[src/rtl/onewire_slave_core.sv]
// 1-wire slave front end: reset/presence handling, write-slot decode and
// read-slot drive between the open-drain DQ pad and the command logic.
module onewire_slave_core #(
  parameter int CLKS_PER_US  = 50,
  parameter int RST_MIN_US   = 480,
  parameter int RST_MAX_US   = 1000,
  parameter int PRES_WAIT_US = 60,
  parameter int PRES_LEN_US  = 240,
  parameter int SAMPLE_US    = 30,
  parameter int TX_HOLD_US   = 30,
  parameter int SYNC_STAGES  = 2
) (
  input  logic       clk,
  input  logic       rst_start,
  input  logic       dq_in,
  output logic       dq_oe,
  output logic       bus_reset,
  output logic       presence_done,
  output logic       bus_fault,
  output logic [7:0] rx_data,
  output logic       rx_valid,
  input  logic [7:0] tx_data,
  input  logic       tx_valid,
  output logic       tx_ready,
  output logic       tx_done,
  output logic [2:0] bit_cnt
);

  localparam int MIN_CNT  = RST_MIN_US * CLKS_PER_US;
  localparam int MAX_CNT  = RST_MAX_US * CLKS_PER_US;
  localparam int WAIT_CNT = PRES_WAIT_US * CLKS_PER_US;
  localparam int LEN_CNT  = PRES_LEN_US * CLKS_PER_US;
  localparam int SMP_CNT  = SAMPLE_US * CLKS_PER_US;
  localparam int HOLD_CNT = TX_HOLD_US * CLKS_PER_US;
  localparam int LOW_SAT  = MAX_CNT + 1;
  localparam int LOW_W    = $clog2(LOW_SAT + 1);
  localparam int T1       = (LEN_CNT > WAIT_CNT) ? LEN_CNT : WAIT_CNT;
  localparam int T2       = (HOLD_CNT > SMP_CNT + 1) ? HOLD_CNT : SMP_CNT + 1;
  localparam int TMR_MAX  = (T1 > T2) ? T1 : T2;
  localparam int TMR_W    = $clog2(TMR_MAX + 1);
  localparam int BLK_W    = $clog2(SYNC_STAGES + 2);

  typedef enum logic [2:0] {
    IDLE,
    PRES_WAIT,
    PRES_DRIVE,
    SLOT_IDLE,
    SLOT_ACT
  } state_t;

  state_t state, state_d;

  logic [SYNC_STAGES-1:0] sync;
  logic                   dq_s;
  logic                   dq_s_d;
  logic                   rise;
  logic                   fall;
  logic [LOW_W-1:0]       low_cnt;
  logic [BLK_W-1:0]       blank_cnt;
  logic                   blank;
  logic                   low_run;
  logic [TMR_W-1:0]       tmr;
  logic [7:0]             sr;
  logic [7:0]             tx_sr;
  logic                   tx_full;

  logic do_reset;
  logic do_fault;
  logic tmr_clr;
  logic do_shift;
  logic bit_done;
  logic byte_done;
  logic tx_accept;
  logic pres_end;

  function automatic logic [LOW_W-1:0] low_inc(input logic [LOW_W-1:0] v);
    return (v == LOW_W'(LOW_SAT)) ? v : v + 1'b1;
  endfunction

  function automatic logic [TMR_W-1:0] tmr_inc(input logic [TMR_W-1:0] v);
    return (v == TMR_W'(TMR_MAX)) ? v : v + 1'b1;
  endfunction

  assign dq_s    = sync[SYNC_STAGES-1];
  assign rise    = dq_s & ~dq_s_d;
  assign fall    = ~dq_s & dq_s_d;
  // Our own drive reads back through the synchroniser, so hide it from the low timer.
  assign blank   = dq_oe | (blank_cnt != '0);
  assign low_run = ~dq_s & ~blank;

  assign do_fault  = low_run && (low_cnt == LOW_W'(MAX_CNT));
  assign do_reset  = rise && (low_cnt >= LOW_W'(MIN_CNT)) && (low_cnt <= LOW_W'(MAX_CNT));
  assign byte_done = bit_done && (bit_cnt == 3'd7);
  assign tx_ready  = tx_accept;

  assign dq_oe = (state == PRES_DRIVE) ||
                 ((state == SLOT_ACT) && tx_full && !tx_sr[bit_cnt] &&
                  (tmr < TMR_W'(HOLD_CNT)));

  always_ff @(posedge clk or posedge rst_start) begin
    if (rst_start) state <= IDLE;
    else           state <= state_d;
  end

  always_comb begin
    state_d   = state;
    tmr_clr   = 1'b0;
    do_shift  = 1'b0;
    bit_done  = 1'b0;
    tx_accept = 1'b0;
    pres_end  = 1'b0;
    if (do_fault) begin
      state_d = IDLE;
    end else if (do_reset) begin
      state_d = PRES_WAIT;
      tmr_clr = 1'b1;
    end else begin
      case (state)
        IDLE: ;
        PRES_WAIT: begin
          if (tmr == TMR_W'(WAIT_CNT - 1)) begin
            state_d = PRES_DRIVE;
            tmr_clr = 1'b1;
          end
        end
        PRES_DRIVE: begin
          if (tmr == TMR_W'(LEN_CNT - 1)) begin
            state_d  = SLOT_IDLE;
            pres_end = 1'b1;
          end
        end
        SLOT_IDLE: begin
          // A slot edge takes priority over loading a new tx byte.
          if (fall) begin
            state_d = SLOT_ACT;
            tmr_clr = 1'b1;
          end else if (tx_valid && (bit_cnt == 3'd0) && !tx_full) begin
            tx_accept = 1'b1;
          end
        end
        SLOT_ACT: begin
          if (!tx_full && (tmr == TMR_W'(SMP_CNT)))
            do_shift = 1'b1;
          // Write slots may end only once the bit has been sampled.
          if (dq_s && !blank && (tx_full || (tmr > TMR_W'(SMP_CNT)))) begin
            state_d  = SLOT_IDLE;
            bit_done = 1'b1;
          end
        end
        default: state_d = IDLE;
      endcase
    end
  end

  always_ff @(posedge clk or posedge rst_start) begin
    if (rst_start) begin
      sync          <= '1;
      dq_s_d        <= 1'b1;
      low_cnt       <= '0;
      blank_cnt     <= '0;
      tmr           <= '0;
      bit_cnt       <= 3'd0;
      tx_full       <= 1'b0;
      rx_data       <= 8'd0;
      rx_valid      <= 1'b0;
      tx_done       <= 1'b0;
      bus_reset     <= 1'b0;
      bus_fault     <= 1'b0;
      presence_done <= 1'b0;
    end else begin
      sync   <= {sync[SYNC_STAGES-2:0], dq_in};
      dq_s_d <= dq_s;

      if (blank || dq_s) low_cnt <= '0;
      else               low_cnt <= low_inc(low_cnt);

      if (dq_oe)                blank_cnt <= BLK_W'(SYNC_STAGES + 1);
      else if (blank_cnt != '0) blank_cnt <= blank_cnt - 1'b1;

      if (tmr_clr) tmr <= '0;
      else         tmr <= tmr_inc(tmr);

      if (do_fault || do_reset) bit_cnt <= 3'd0;
      else if (bit_done)        bit_cnt <= bit_cnt + 3'd1;

      if (do_fault || do_reset)       tx_full <= 1'b0;
      else if (tx_accept)             tx_full <= 1'b1;
      else if (byte_done && tx_full)  tx_full <= 1'b0;

      if (byte_done && !tx_full) rx_data <= sr;
      rx_valid      <= byte_done && !tx_full;
      tx_done       <= byte_done && tx_full;
      bus_reset     <= do_reset;
      bus_fault     <= do_fault;
      presence_done <= pres_end;
    end
  end

  always_ff @(posedge clk) begin
    if (do_shift)  sr    <= {dq_s, sr[7:1]};
    if (tx_accept) tx_sr <= tx_data;
  end

endmodule

[config.mk]
export PLATFORM = sky130hd
export DESIGN_NAME = onewire_slave_core
export DESIGN_NICKNAME = d
export VERILOG_FILES = /design/src/rtl/onewire_slave_core.sv
export SDC_FILE = /design/constraint.sdc
export NUM_CORES = 1
export LEC_CHECK = 0
export ABC_AREA = 1
export CAP_MARGIN = 40
export CORE_MARGIN = 4
export CORE_UTILIZATION = 55
export DETAILED_ROUTE_END_ITERATION = 8
export GPL_TIMING_DRIVEN = 0
export HOLD_SLACK_MARGIN = 0.05
export PLACE_DENSITY = 0.81
export SLEW_MARGIN = 0
export SYNTH_ARGS = -nofsm -noshare
export SYNTH_HDL_FRONTEND = slang
export SYNTH_SLANG_ARGS = --single-unit
[constraint.sdc]
create_clock -name clk -period 5.61 [get_ports clk]
set_clock_uncertainty 0.05 [all_clocks]
set_input_delay 1.122 -clock clk [delete_from_list [all_inputs] [get_ports clk]]
set_output_delay 1.122 -clock clk [all_outputs]
set_load 0.05 [all_outputs]
**M3 wires**

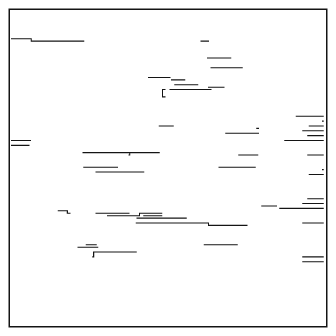
main direction	horizontal
nets with wire on the layer	39
share of all routed wire	5.1%

**Signal wires on met2**

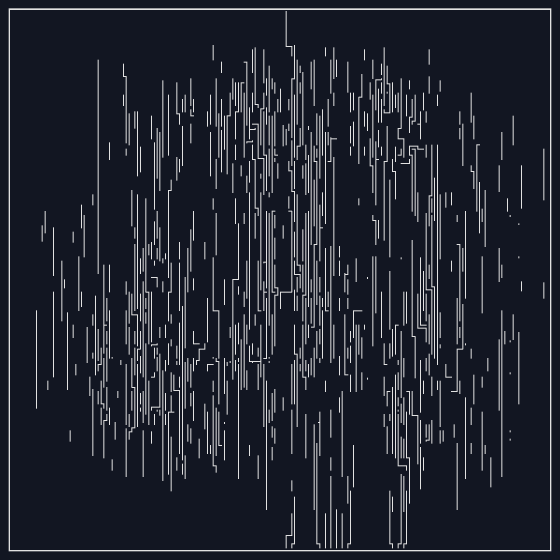
share of all routed wire	48%
main direction	vertical

**M1 wires**

Scale bar: 20 um.
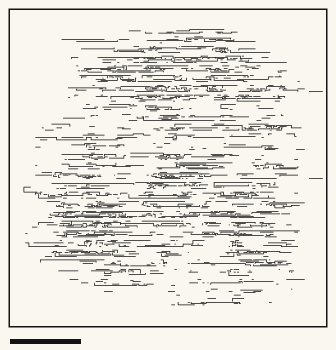
share of all routed wire	45%
nets with wire on the layer	435
longest straight run	23.0 um
wire length on this layer	3,110 um

**Congestion heat map**

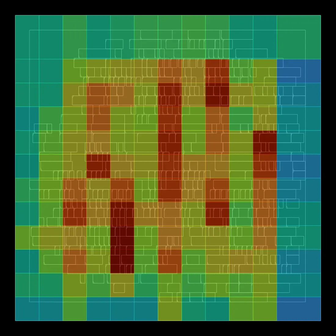
Total GRT Usage: 0.198
Avg WL per Cell: 12.9 um
Most Crowded Layer GR: met2

**Port wiring**

Scale bar: 20 um.
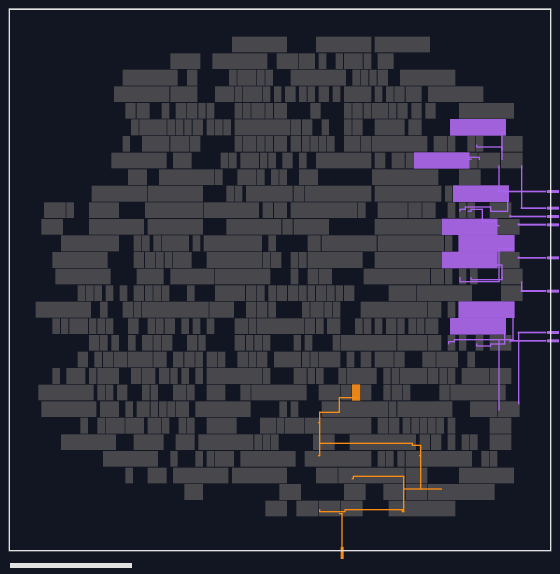
color	port	direction	end cells	buffers	wire
orange	tx_ready	output	1	1	82.1 um
purple	rx_data	output	8	8	155 um

## cell usage in the layout, fill, tap and decap left out, drive strengths merged
cell type	instances
a311oi	1
nand3	26
a211oi	1
a31oi	1
nor3b	3
dfrtp	52
o21ai	13
or2	2
buf	4
nand2	81
dfstp	3
o21bai	1
clkdlybuf4s50	29
edfxtp	16
clkbuf	12
inv	66
xnor2	1
bufinv	2
o211ai	1
clkinv	2
or3	1
nor4	3
nand4	17
ha	9
and3	1
nor3	20
a21oi	12
nor2	58
xor2	17
## logic make-up after synthesis
kind of cell               share of synthesized area
xor gates and xnor gates                      0.0441
adders and majority gates                     0.0315
and+or+nand+nor                                0.276
DFF                                            0.520
buffers and inverters                         0.0739
AOI/OAI and AO/OA                             0.0539
## per-layer routing
metal	GRT usage	wire length [um]
met1	0.245	3110
met2	0.327	3300
met3	0.0484	352
met4	0.0934	85
met5	0	0
## worst max-delay path: cells and delay by family, from the launching register on
| kind | cells | cell delay (ns) |
|---|---|---|
| flip-flops | 1 | 0.41 |
| AND-OR/OR-AND | 1 | 0.15 |
| buffers and inverters | 3 | 1.27 |
| AND/OR/NAND/NOR | 8 | 1.01 |
## final timing paths
check                      startpoint        end  slack (ns)  cells past startpoint
setup / recovery             state[0]   tx_ready        1.26                     12
hold / removal                sync[0]    sync[1]        0.32                      0
setup reg to reg             state[0]      sr[0]        3.05                     12
hold reg to reg               sync[0]    sync[1]        0.32                      0
max in group asynchronous   rst_start     dq_s_d        3.79                      3
min in group asynchronous   rst_start  bus_fault        1.09                      2
## flip-flops by register name (all words and copies together), names as in the netlist, 2 cells and up
signal / flops
sr: 8
rx_data: 8
sync: 2
state: 3
bit_cnt: 3
low_cnt: 16
tmr: 14
blank_cnt: 2
tx_sr: 8
## stage by stage
step / std cells / utilization / area (um2) / worst slack [ns]
2_1_floorplan: 408 / - / 3570 / 2.29
3_3_place_gp: 514 / 0.627 / 3960 / 1.42
3_5_place_dp: 516 / 0.631 / 3990 / 1.39
4_1_cts: 532 / 0.667 / 4210 / 1.24
5_1_grt: 532 / 0.667 / 4210 / 0.993
6_report: 532 / 0.667 / 4210 / 1.26
## area by class of cell
cell class,instances,area [um2]
clock inverters,7,103
plain buffers,5,27.5
repair buffers,31,315
fillers,491,2100
inverters,63,236
multi-input cells,269,1450
clock buffers,9,124
well taps,77,96.3
flip-flops and latches,71,1860
## power groups by stage
| stage | clock network (W) | registers, W | logic, W |
|---|---|---|---|
| 6_report | 0.000469 | 0.000533 | 0.0000280 |
| 3_3_place_gp | 0 | 0.000543 | 0.0000265 |
| 5_1_grt | 0.000498 | 0.000533 | 0.0000331 |
| 3_5_place_dp | 0 | 0.000543 | 0.0000288 |
| 4_1_cts | 0.000478 | 0.000532 | 0.0000289 |
| 2_1_floorplan | 0 | 0.000543 | 0.0000147 |
==> results.cfg <==
; implementation run metrics
[floorplanning]
pin_count = 30
fp_util = 0.566
die_w_um = 88.6
fp-row-count = 29

[routing]
drt_first_pass_iters = 4
drc_errors = 0
vias = 2799
drt-initial-drc-count = 169
totalWireLength_um = 6850
ant_nets = 0
routed_via_density = 5.26

[clock_network]
clk_path_buf_depth = 2
hold_buffers = 0
cts_sinks = 71
cts.clk_slew.worst_paths_ns = 0.08
cts_buffers = 9
ctsHtreeMaxLevel = 3
cts_setup_buffers = 0
ctsRootBufferMaster = clkbuf_8
cts_tree = done
clk_latency_ns = 0.36

[sta]
whs_ns = 0.318
hold_viol = 0
fin_crit_sh = 0.776
max_freq_mhz = 230
rsz0062_at_grt = no
slew_viol_final = 0
setup_tns_ns = 0
relSlewSlack = 0.608
min_period_ns = 4.35
tightest_slew_ns = 0.588

[min_path]
min-delay-path-class = reg -> reg

[global_route]
grt_max_degree = 30
antenna_found_initial = 0
grt_pass1_vias = 2766
globalRouteOverflowTotal = 0

[setup_path]
cp-start-kind = flip-flop
cp.arrival_ns = 3.18
cp_max_fo = 9
required_ns = 4.44
cp_slowest_cell = clkdlybuf4s50_1
cp_cell_sequence = inv_1, nand2_2, nor2_2, nand2_1, a21oi_1, nand3_2, nand4_4, nor2_2, nor2_2, nand2_1, inv_1, clkdlybuf4s50_1
cpMostUsedCell = nor2_2
crit_type = reg -> out

[finish]
area_growth_syn_to_layout_pct = 17.9
drive_above_1_share = 0.101
diodes = 0

[yosys]
synth_seq_share = 0.520
synth-edff-count = 16
ys.flops = 71
synthFlopType = dfrtp_1
ys_cells = 408
syn_area_mm2 = 0.00357
ys_warn_count = 0
common_cells = nand2_1, inv_1, dfrtp_1
yosys_area_mm2 = 0.00357
yosysTopAreaCell = dfrtp_1
syn_avg_cell_area_um2 = 8.76
synthCells = 408
async_flop_share = 0.775
yosysTopAreaCellShare = 0.364
syn_nets = 429
ys_types = 39

[placement]
port-buffer-count = 29
dp_hpwl_um = 4970
gp_congestion = 0.945

[outcome]
status = finished, final reports clean

[pwr]
p_int_w = 0.000799
leakagePower_nw = 1.91
p_sw_w = 0.000231
vdd_drop_max_mv = 0.200
pwr-share-clk = 0.456
p_sw_frac = 0.224
powerDensity_mw_per_mm2 = 244
seq_power_share = 0.517
comb_power_share = 0.027

[flow_run]
warnings = 30
max_cap_viol_count = 0
No activity file was given, so power comes from the tool's default toggle rates.
